`src/rtl/async_fifo_pkg.sv`:
```
// Shared constants, FSM state encoding and Gray helper for the async FIFO pointer logic.
package async_fifo_pkg;

  localparam int ADDR_W     = 3;
  localparam int PTR_W      = ADDR_W + 1;
  localparam int DEPTH      = 2 ** ADDR_W;
  localparam int GRAY_MAX_W = 16;

  localparam logic [0:0] ST_WARMUP = 1'b0;
  localparam logic [0:0] ST_RUN    = 1'b1;

  // Zero-extended inputs convert correctly, so one wide helper serves every pointer width.
  function automatic logic [GRAY_MAX_W-1:0] gray2bin(input logic [GRAY_MAX_W-1:0] g);
    logic [GRAY_MAX_W-1:0] b;
    b[GRAY_MAX_W-1] = g[GRAY_MAX_W-1];
    for (int i = GRAY_MAX_W - 2; i >= 0; i--) b[i] = b[i+1] ^ g[i];
    return b;
  endfunction

endpackage

```
`src/rtl/ptr_sync_chain.sv`:
```
// Generic WIDTH x STAGES flop synchronizer with async active-low reset.
module ptr_sync_chain #(
  parameter int WIDTH  = 4,
  parameter int STAGES = 2
) (
  input  logic             clk_i,
  input  logic             rst_ni,
  input  logic [WIDTH-1:0] d_i,
  output logic [WIDTH-1:0] q_o
);

  logic [STAGES-1:0][WIDTH-1:0] stage_q;

  always_ff @(posedge clk_i or negedge rst_ni) begin
    if (!rst_ni) stage_q <= '0;
    else         stage_q <= {stage_q[STAGES-2:0], d_i};
  end

  assign q_o = stage_q[STAGES-1];

endmodule

```
`src/rtl/r2w_ptr_sync.sv`:
```
// Write-domain read-pointer synchronizer with fill level, almost-full and startup-valid.
// Gray-integrity monitor is built only when R2W_SYNC_ERR_CHECK_EN is defined.
//
// state     | meaning
// WARMUP    | synchronizer flushing; level/almost-full held at 0, checks off
// RUN       | outputs live until reset
module r2w_ptr_sync #(
  parameter int ADDR_W      = async_fifo_pkg::ADDR_W,
  parameter int SYNC_STAGES = 2,
  localparam int PTR_W      = ADDR_W + 1
) (
  input  logic             i_wclk,
  input  logic             i_rst_n,
  input  logic [PTR_W-1:0] i_g_r_ptr,
  input  logic [PTR_W-1:0] i_g_w_ptr,
  input  logic [PTR_W-1:0] i_af_thresh,
  input  logic             i_err_clr,
  output logic [PTR_W-1:0] o_g_r_ptr_sync,
  output logic [PTR_W-1:0] o_wlevel,
  output logic             o_almost_full,
  output logic             o_sync_valid,
  output logic             o_gray_err,
  output logic [7:0]       o_err_cnt
);
  import async_fifo_pkg::*;

  localparam logic [PTR_W-1:0] LVL_MAX   = PTR_W'(1 << ADDR_W);
  localparam logic [2:0]       WARM_INIT = 3'(SYNC_STAGES);

  logic [PTR_W-1:0] g_r_sync, r_bin, w_bin, raw, lvl_sat;
  logic             overflow, run;
  logic [0:0]       state_q, state_d;
  logic [2:0]       warm_cnt_q, warm_cnt_d;
  logic [PTR_W-1:0] wlevel_q, wlevel_d;
  logic             af_q, af_d;

  ptr_sync_chain #(.WIDTH(PTR_W), .STAGES(SYNC_STAGES)) u_sync (
    .clk_i  (i_wclk),
    .rst_ni (i_rst_n),
    .d_i    (i_g_r_ptr),
    .q_o    (g_r_sync)
  );

  assign r_bin    = PTR_W'(gray2bin(GRAY_MAX_W'(g_r_sync)));
  assign w_bin    = PTR_W'(gray2bin(GRAY_MAX_W'(i_g_w_ptr)));
  assign raw      = w_bin - r_bin;
  assign overflow = raw > LVL_MAX;
  assign lvl_sat  = overflow ? LVL_MAX : raw;
  assign run      = (state_q == ST_RUN);

  // Terminal count at zero gives SYNC_STAGES+1 edges of warm-up.
  always_comb begin
    state_d    = state_q;
    warm_cnt_d = warm_cnt_q;
    if (state_q == ST_WARMUP) begin
      if (warm_cnt_q == 3'd0) state_d    = ST_RUN;
      else                    warm_cnt_d = warm_cnt_q - 3'd1;
    end
  end

  assign wlevel_d = run ? lvl_sat : '0;
  assign af_d     = run && (lvl_sat >= i_af_thresh);

  always_ff @(posedge i_wclk or negedge i_rst_n) begin
    if (!i_rst_n) begin
      state_q    <= ST_WARMUP;
      warm_cnt_q <= WARM_INIT;
      wlevel_q   <= '0;
      af_q       <= 1'b0;
    end else begin
      state_q    <= state_d;
      warm_cnt_q <= warm_cnt_d;
      wlevel_q   <= wlevel_d;
      af_q       <= af_d;
    end
  end

  assign o_g_r_ptr_sync = g_r_sync;
  assign o_wlevel       = wlevel_q;
  assign o_almost_full  = af_q;
  assign o_sync_valid   = run;

`ifdef R2W_SYNC_ERR_CHECK_EN
  logic [PTR_W-1:0] g_prev_q, g_diff;
  logic             multi_bit, err_now;
  logic             gray_err_q, gray_err_d;
  logic [7:0]       err_cnt_q, err_cnt_d;

  // More than one bit set iff clearing the lowest set bit leaves something.
  assign g_diff    = g_r_sync ^ g_prev_q;
  assign multi_bit = |(g_diff & (g_diff - PTR_W'(1)));
  assign err_now   = run && (multi_bit || overflow);

  always_comb begin
    gray_err_d = gray_err_q;
    err_cnt_d  = err_cnt_q;
    if (i_err_clr) begin
      gray_err_d = err_now;
      err_cnt_d  = err_now ? 8'd1 : 8'd0;
    end else if (err_now) begin
      gray_err_d = 1'b1;
      if (err_cnt_q != 8'hFF) err_cnt_d = err_cnt_q + 8'd1;
    end
  end

  always_ff @(posedge i_wclk or negedge i_rst_n) begin
    if (!i_rst_n) begin
      g_prev_q   <= '0;
      gray_err_q <= 1'b0;
      err_cnt_q  <= '0;
    end else begin
      g_prev_q   <= g_r_sync;
      gray_err_q <= gray_err_d;
      err_cnt_q  <= err_cnt_d;
    end
  end

  assign o_gray_err = gray_err_q;
  assign o_err_cnt  = err_cnt_q;
`else
  logic unused_err_clr;
  assign unused_err_clr = i_err_clr;
  assign o_gray_err     = 1'b0;
  assign o_err_cnt      = 8'd0;
`endif

endmodule

```
`config.mk`:
```
export PLATFORM = sky130hd
export DESIGN_NAME = r2w_ptr_sync
export DESIGN_NICKNAME = d
export VERILOG_FILES = /design/src/rtl/async_fifo_pkg.sv /design/src/rtl/ptr_sync_chain.sv /design/src/rtl/r2w_ptr_sync.sv
export SDC_FILE = /design/constraint.sdc
export NUM_CORES = 1
export LEC_CHECK = 0
export ABC_AREA = 1
export CAP_MARGIN = 30
export CORE_ASPECT_RATIO = 0.6
export CORE_MARGIN = 2
export CORE_UTILIZATION = 44
export CTS_CLUSTER_SIZE = 28
export DETAILED_ROUTE_END_ITERATION = 7
export GPL_TIMING_DRIVEN = 0
export PLACE_DENSITY = 0.87
export SLEW_MARGIN = 25
export SYNTH_ARGS = -nofsm -noshare
export SYNTH_HDL_FRONTEND = slang
export SYNTH_SLANG_ARGS = --single-unit
```
`constraint.sdc`:
```
create_clock -name i_wclk -period 3 [get_ports i_wclk]
set_input_delay 0.6 -clock i_wclk [delete_from_list [all_inputs] [get_ports i_wclk]]
set_output_delay 0.6 -clock i_wclk [all_outputs]
set_load 0.01 [all_outputs]
```
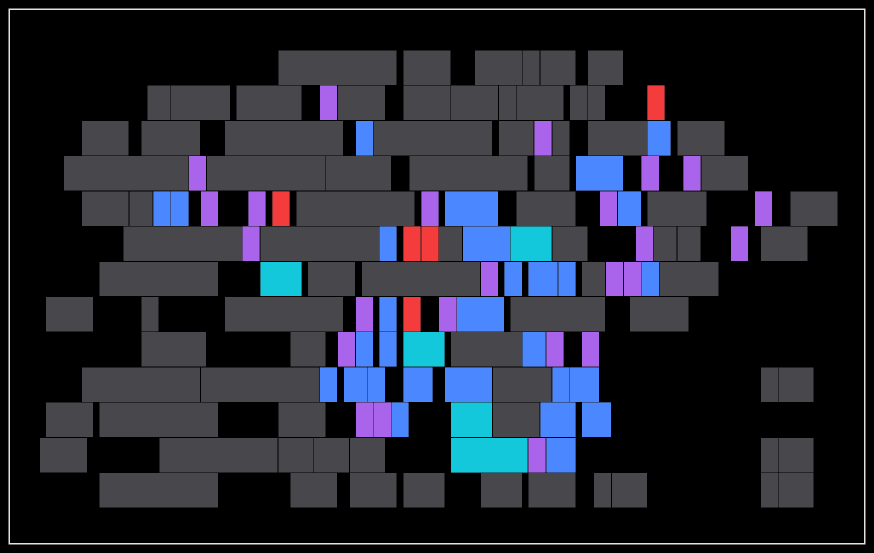
gate_families.png
purple -> inverters  # cells 24
blue -> NAND gates  # cells 29
red -> NOR gates  # cells 5, where middle
cyan -> XOR/XNOR gates  # cells 5
Non-Filler Instances: 175
Comb area share: 31.83%
most used logic cell in the final layout: inv_1

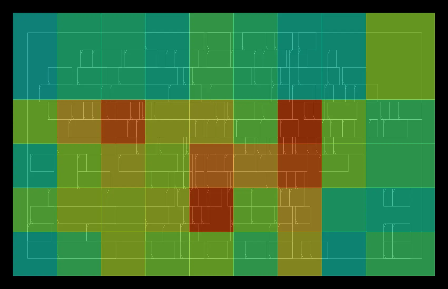
final_congestion.png
met1 usage: 15.40%
most used routing layer: met2

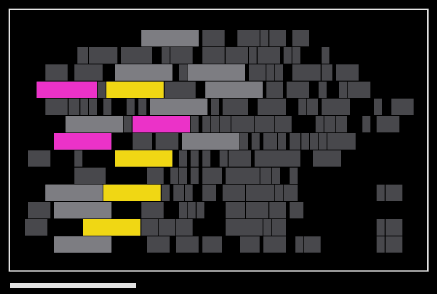
registers.png
Bar = 20 microns. Other sequential cells in the stronger gray, the rest of the logic in the fainter gray.
magenta -> warm_cnt_q  # placed flops 3
yellow -> u_sync.q_o  # placed flops 4
not colored = 10
register area: 426.7 sq um
sequential power: 0.265 mW

==> flow_metrics.py <==
# Physical implementation metrics
metrics = {
    "run_status": {
        "status": "complete, no violations",
    },
    "cells_and_area": {
        "area_growth_pct": 33.83,
        "nMultiInputCombCells": 64,
        "layout.area.comb_sq_um": 431.7,
        "flops": 17,
    },
    "global_routing": {
        "grt_pass1_wl_microns": 2994,
        "grt_util_met2_pct": 32.83,
        "antenna_found_initial": 0,
    },
    "clocking": {
        "cts_buffer_depth": 2,
    },
    "power_and_ir_drop": {
        "p_comb_mw": 0.241,
        "vdd_drop_max_mv": 0.2858,
        "p_leak_nw": 0.7391,
        "top_power_group": "sequential cells",
    },
    "worst_hold_path": {
        "whs_endpoint": "u_sync.q_o[3]$_DFF_PN0_",
    },
    "critical_path": {
        "cp.buffers_inverters": 6,
        "reg2reg_slack_ps": 420,
        "worstSetupPathType": "input pin to register",
        "cp_top_family": "adder cells",
    },
    "sta": {
        "slew_headroom_pct": 51.53,
        "tns_ps": 0,
        "rsz0062_at_grt": "no",
    },
    "synthesis": {
        "ys_cells": 110,
        "syn_inst": 110,
        "yosysTopAreaCell": "dfrtp_1",
        "top_cell": "inv_1",
    },
    "die": {
        "taps": 30,
    },
    "routing": {
        "top_layer": "met4",
        "drt-initial-drc-count": 16,
        "wl_met3_microns": 73,
    },
}
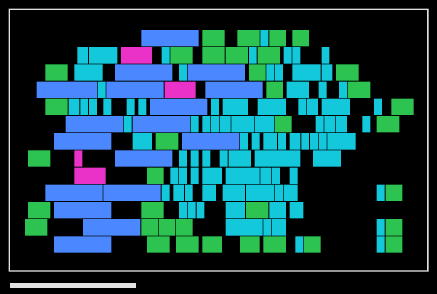
cell_classes.png
Bar = 20 microns.
magenta -> clock drivers and dummy loads  # cells 4, share of their area 3.4%
cyan -> all other logic  # cells 88, share of their area 40%
blue -> flip-flops  # cells 17, share of their area 32%
green -> other buffers and delay cells  # cells 36, share of their area 25%
fraction of area in registers: 31.46%
final instance area: 1356 sq um
Cell Rows: 13

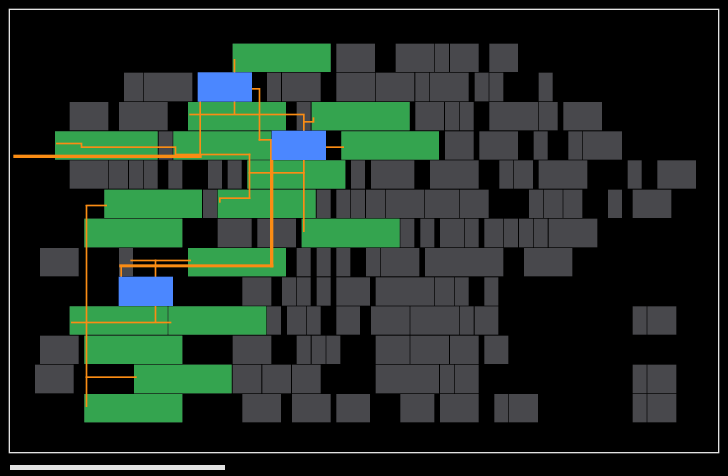
clock_map.png
Bar = 20 microns.
blue -> cells driving clock nets  # count 3
green -> flip-flops  # count 17
orange -> clock wires  # length 169 microns
routed clock nets = 4
clock share of power: 24.1%
Clk. pwr: 0.160 mW
Setup Skew: 3.432 ps
Late-Pin Clk Latency: 240 ps

Power is estimated from default activity; no workload was simulated.
